[src/rtl/display_share_arbiter.sv]
`default_nettype none
// ============================================================================
//  Module      : display_share_arbiter
//  Description : Shares the 4-digit seven-segment display between NREQ
//                requesters. The grant rotates round-robin. A new owner keeps
//                the display for at least HOLD_CYCLES cycles before another
//                requester can preempt it. The owner's 16-bit word is
//                registered onto disps, which feeds the digit-scan mux.
//
//  Parameters  : NREQ        - number of requesters (2..8)
//                HOLD_CYCLES - minimum ownership cycles before preemption (>=1)
//                IDLE_VALUE  - disps value while nobody owns the display
//
//  Ports       : clk       in   system clock, posedge
//                rst       in   synchronous active-high reset
//                req       in   [NREQ]     request per requester (level)
//                req_data  in   [16*NREQ]  word of requester i at [16*i+15:16*i]
//                grant     out  [NREQ]     one-hot owner, zero when idle
//                owner     out  [clog2]    owner index, zero when idle
//                busy      out  1 while an owner exists
//                disps     out  [16]       word for the display multiplexer
//
//  Build macro : HOLD_LAST_EN - when defined, disps keeps the last owner's word
//                in IDLE. IDLE_VALUE is then used only at reset.
//
//  Revision    : 1.0 - initial release
// ============================================================================
module display_share_arbiter #(
    parameter int          NREQ        = 4,
    parameter int          HOLD_CYCLES = 1000,
    parameter logic [15:0] IDLE_VALUE  = 16'h0000
) (
    input  logic                    clk,
    input  logic                    rst,
    input  logic [NREQ-1:0]         req,
    input  logic [16*NREQ-1:0]      req_data,
    output logic [NREQ-1:0]         grant,
    output logic [$clog2(NREQ)-1:0] owner,
    output logic                    busy,
    output logic [15:0]             disps
);

    localparam int c_OW = $clog2(NREQ);
    localparam int c_SW = c_OW + 1;
    localparam int c_CW = $clog2(HOLD_CYCLES + 1);

    typedef enum logic [1:0] {
        ST_IDLE  = 2'd0,
        ST_OWN   = 2'd1,
        ST_SHARE = 2'd2
    } state_t;

    state_t          r_state;
    state_t          w_state_nxt;
    logic [NREQ-1:0] r_grant;
    logic [NREQ-1:0] w_grant_nxt;
    logic [c_OW-1:0] r_owner;
    logic [c_OW-1:0] w_owner_nxt;
    logic [c_OW-1:0] r_rr_ptr;
    logic [c_OW-1:0] w_rr_ptr_nxt;
    logic [c_CW-1:0] r_hold_cnt;
    logic [c_CW-1:0] w_hold_cnt_nxt;
    logic [c_CW-1:0] w_hold_inc;
    logic [15:0]     r_disps;

    logic [NREQ-1:0] w_cand;
    logic [c_OW-1:0] w_pick_idx;
    logic            w_pick_found;
    logic            w_owner_req;
    logic            w_hold_done;
    logic            w_handoff;
    logic            w_release;

    // Candidates never include the current owner. A handoff therefore always
    // moves the grant to someone else. In IDLE the grant is zero, so every
    // request is a candidate.
    assign w_cand      = req & ~r_grant;
    assign w_owner_req = |(req & r_grant);
    assign w_hold_done = (r_hold_cnt == c_CW'(HOLD_CYCLES - 1));
    assign w_hold_inc  = (r_hold_cnt == c_CW'(HOLD_CYCLES)) ? r_hold_cnt
                                                            : r_hold_cnt + c_CW'(1);

    // Round-robin search. The loop walks from farthest to nearest, so the
    // candidate closest to r_rr_ptr is the one left in w_pick_idx.
    always_comb begin : pick
        logic [c_SW-1:0] v_sum;
        w_pick_found = 1'b0;
        w_pick_idx   = '0;
        v_sum        = '0;
        for (int k = NREQ - 1; k >= 0; k--) begin
            v_sum = {1'b0, r_rr_ptr} + c_SW'(k);
            if (v_sum >= c_SW'(NREQ)) begin
                v_sum = v_sum - c_SW'(NREQ);
            end
            if (w_cand[v_sum[c_OW-1:0]]) begin
                w_pick_found = 1'b1;
                w_pick_idx   = v_sum[c_OW-1:0];
            end
        end
    end

    // Next-state and next-grant logic.
    always_comb begin
        w_state_nxt    = r_state;
        w_grant_nxt    = r_grant;
        w_owner_nxt    = r_owner;
        w_rr_ptr_nxt   = r_rr_ptr;
        w_hold_cnt_nxt = r_hold_cnt;
        w_handoff      = 1'b0;
        w_release      = 1'b0;

        case (r_state)
            ST_IDLE: begin
                w_handoff = w_pick_found;
            end
            ST_OWN: begin
                // While the hold runs, only the owner's own release can move
                // the grant.
                if (!w_owner_req) begin
                    w_handoff = w_pick_found;
                    w_release = !w_pick_found;
                end else begin
                    w_hold_cnt_nxt = w_hold_inc;
                    if (w_hold_done) begin
                        w_state_nxt = ST_SHARE;
                    end
                end
            end
            ST_SHARE: begin
                // A release and a preemption on the same edge collapse into a
                // single handoff.
                if (!w_owner_req || w_pick_found) begin
                    w_handoff = w_pick_found;
                    w_release = !w_pick_found;
                end else begin
                    w_hold_cnt_nxt = w_hold_inc;
                end
            end
            default: begin
                w_release = 1'b1;
            end
        endcase

        if (w_handoff) begin
            w_state_nxt    = ST_OWN;
            w_grant_nxt    = NREQ'(1) << w_pick_idx;
            w_owner_nxt    = w_pick_idx;
            w_hold_cnt_nxt = '0;
            w_rr_ptr_nxt   = (w_pick_idx == c_OW'(NREQ - 1)) ? '0
                                                             : w_pick_idx + c_OW'(1);
        end else if (w_release) begin
            w_state_nxt    = ST_IDLE;
            w_grant_nxt    = '0;
            w_owner_nxt    = '0;
            w_hold_cnt_nxt = '0;
        end
    end

    always_ff @(posedge clk) begin
        if (rst) begin
            r_state    <= ST_IDLE;
            r_grant    <= '0;
            r_owner    <= '0;
            r_rr_ptr   <= '0;
            r_hold_cnt <= '0;
        end else begin
            r_state    <= w_state_nxt;
            r_grant    <= w_grant_nxt;
            r_owner    <= w_owner_nxt;
            r_rr_ptr   <= w_rr_ptr_nxt;
            r_hold_cnt <= w_hold_cnt_nxt;
        end
    end

    // The display word follows the owner that is registered now. It therefore
    // lags grant by one cycle, and data from a non-owner can never appear.
    always_ff @(posedge clk) begin
        if (rst) begin
            r_disps <= IDLE_VALUE;
        end else if (r_state != ST_IDLE) begin
            r_disps <= req_data[{r_owner, 4'b0000} +: 16];
        end
`ifdef HOLD_LAST_EN
        else begin
            r_disps <= r_disps;
        end
`else
        else begin
            r_disps <= IDLE_VALUE;
        end
`endif
    end

    assign grant = r_grant;
    assign owner = r_owner;
    assign busy  = |r_grant;
    assign disps = r_disps;

endmodule
`default_nettype wire

[config.mk]
export PLATFORM = sky130hd
export DESIGN_NAME = display_share_arbiter
export DESIGN_NICKNAME = d
export VERILOG_FILES = /design/src/rtl/display_share_arbiter.sv
export SDC_FILE = /design/constraint.sdc
export NUM_CORES = 1
export LEC_CHECK = 0
export CORE_ASPECT_RATIO = 0.7
export CORE_UTILIZATION = 30
export CTS_BUF_LIST = sky130_fd_sc_hd__clkbuf_8
export CTS_CLUSTER_DIAMETER = 60
export CTS_CLUSTER_SIZE = 20
export DETAILED_ROUTE_END_ITERATION = 10
export GPL_ROUTABILITY_DRIVEN = 1
export HOLD_SLACK_MARGIN = 0.12
export SLEW_MARGIN = 20
export SYNTH_ARGS = -nofsm -noshare
export SYNTH_HDL_FRONTEND = slang
export SYNTH_SLANG_ARGS = --single-unit
[constraint.sdc]
create_clock -name clk -period 1.94 [get_ports clk]
set_input_delay 0.388 -clock clk [delete_from_list [all_inputs] [get_ports clk]]
set_output_delay 0.388 -clock clk [all_outputs]
set_load 0.01 [all_outputs]
Fig. 1: met1 routing
Cells faint in the background.
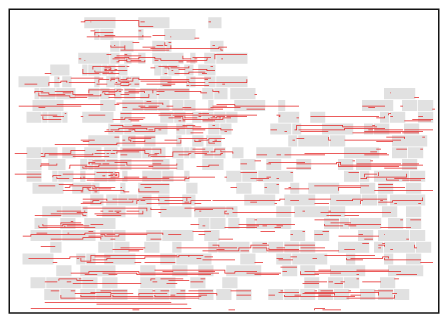
wire length on this layer: 2690 microns
nets with wire on the layer: 325
longest straight run: 36.8 microns
share of all routed wire: 49%
main direction: horizontal
vias after detailed routing: 1784
total length of routed wires: 5480 microns

Fig. 2: met2 routing
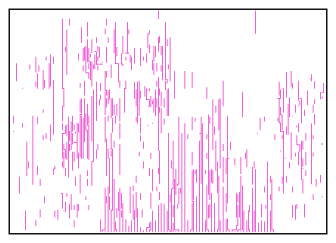
nets with wire on the layer: 316
share of all routed wire: 44%

==> impl_metrics.yaml <==
# physical design summary
cells_and_area:
  layout.non_clock_buffers: 113
  nFlopsAndLatches: 36
  seq-cell-share_pct: 22.6
  final_layout_size_suffix_gt1_share_pct: 23.3
  comb_share_pct: 37.5
  layout.nonclk_buf_share_pct: 33.8
  final_cell_mix: "89 x clkdlybuf4s50_1, 35 x dfxtp_1, 21 x buf_4, 16 x mux4_2, 16 x nor2b_1"
  fillCellCount: 599
  regArea_sq_um: 722
  combined_area_of_the_multi_input_logic_cells_sq_um: 1200
  area_growth_pct: 63.2
  insertedDiodeCount: 0
  clock_buf_count: 5
  num-nets-final: 364
pwr:
  switching_share_pct: 31.6
  powerComb_mw: 1.45
  maxPowerGroup: "combinational cells"
  static-leakage-power_nw: 1.15
  switching_power_mw: 0.904
  pwr-share-comb_pct: 50.7
  power.density_cell_area_nw_per_um2: 896
  power.clock.total_mw: 0.484
  power_sequential_mw: 0.927
  p_int_mw: 1.96
  share_clk_of_total_power_pct: 16.9
detailed_routing:
  highest-signal-layer: "met4"
  route.met3.wl_microns: 342
  wl_met2_microns: 2410
  drc: 7
  detail_route.first_pass.iterations: 7
setup_path:
  critPathTopFamily: "buffers and inverters"
  cp_data_arrival_time_ns: 2.08
  critical_path_stages: 8
  cpPeakStageDelay_ns: 0.47
  timing.critical_path.from_type: "primary input"
  worstSetupEndpointType: "flop"
  critical_path.max_fanout: 6
  path_class: "primary input to flop"
grt:
  largest_net_degree_at_the_start_of_global_routing: 18
  grt_remaining_overflow: 0
  grt_util_met1_pct: 24.3
  globalRouteMet3Util_pct: 4.33
  global_route.usage.total_pct: 17.0
  most_used_routing_layer: "met2"
  antenna_found_initial: 0
  grt_use_met2_pct: 25.6
  first_global_vias: 1759
final_timing:
  rsz0062_at_grt: "yes"
  max_freq_mhz: 526
  min_period_ns: 1.90
  finalMaxSlewViolations: 0
  setup-violations-final: 0
  worst_pin_slew_ns: 0.498
  maxSlewHeadroom_pct: 66.5
  finalClockSkew_ns: 0.00452
synthesis:
  enable_flop_cells: 0
  ys.flops: 36
  postSynthAreaPerCell_sq_um: 11.1
  synth_adder_area_share_pct: 3.84
  synth.yosys.warnings: 0
  yosysChipArea_sq_um: 1960
  sequential_element_share_of_the_synthesized_area_pct: 36.8
  synth_compound_gate_area_share_pct: 14.1
  synthCells: 176
  synth_xor_xnor_area_share_pct: 3.07
  yosysUniqueCellTypes: 43
floorplanning:
  fp_util_pct: 31.2
  ioPinCount: 93
  well_tap_count: 78
  placement_rows: 24
  core_sq_um: 6280
  chip_area_sq_um: 6850
  horizontal_extent_of_the_die_microns: 98.5
  dieHeight_microns: 69.6
clocking:
  clock_latency_ns: 0.28
  cell_resize_tally_after_clock_tree_synthesis: 3
  postCtsHoldBufs: 0
  cts_buffer_depth: 2
  postCtsSetupBuffers: 1
  tritoncts.num_buffers: 5
  cts.reportedPaths.clkPinSlew_ns: 0.07
  root_buffer_master: "clkbuf_8"
place:
  placedCellCount: 358
  io_buffer_count: 92
  gpl.final_weighted_congestion: 0.827
run_status:
  run_status: "finished, violations left"
  failed_checks: "design-rule violations"
job:
  number_of_warnings_in_the_stage_logs: 31
min_path:
  worst_hold_stages: 2
[through the flow]
| stage | power, mW | instance area (sq um) | setup WS [ns] | TNS [ns] | utilization, % |
|---|---|---|---|---|---|
| 2_1_floorplan | 1.74 | 1960 | 0.125 | 0 | - |
| 3_3_place_gp | 2.36 | 3080 | -0.285 | -2.84 | 49.0 |
| 3_5_place_dp | 2.37 | 3080 | -0.341 | -3.75 | 49.0 |
| 4_1_cts | 2.87 | 3160 | 0.00510 | 0 | 50.4 |
| 5_1_grt | 3.06 | 3190 | -0.0327 | -0.0537 | 50.9 |
| 6_report | 2.86 | 3190 | 0.0384 | 0 | 50.9 |
[cells in the mapped netlist, types with 3 or more instances]
master | n | share of area (%)
nand2_1 | 7 | 1.3
a22o_1 | 6 | 2.7
or4_1 | 3 | 1.2
o31ai_1 | 4 | 1.5
a21oi_1 | 6 | 1.5
clkbuf_1 | 3 | 0.58
a22o_2 | 3 | 1.5
ha_1 | 6 | 3.8
nand4_1 | 4 | 1.3
mux4_2 | 16 | 18
xnor2_1 | 5 | 2.2
nor4_1 | 3 | 0.96
buf_2 | 3 | 0.77
nor2_1 | 11 | 2.1
nor2b_1 | 16 | 5.1
nor3_1 | 5 | 1.3
inv_1 | 5 | 0.96
dfxtp_1 | 36 | 37
or2b_4 | 3 | 1.7
[final timing paths]
check / startpoint / end / slack (ns)
setup reg to reg: grant[0] / grant[2] / 0.18
hold reg to reg: r_hold_cnt[8] / r_hold_cnt[8] / 0.50
setup / recovery: req[0] / grant[2] / 0.04
hold / removal: r_hold_cnt[8] / r_hold_cnt[8] / 0.50
[sequential cells by signal, indices dropped and copies added, names as in the netlist]
signal	count
r_rr_ptr	2
grant	4
r_hold_cnt	10
disps	16
owner	2
r_state	2
Power and IR drop assume default switching activity.
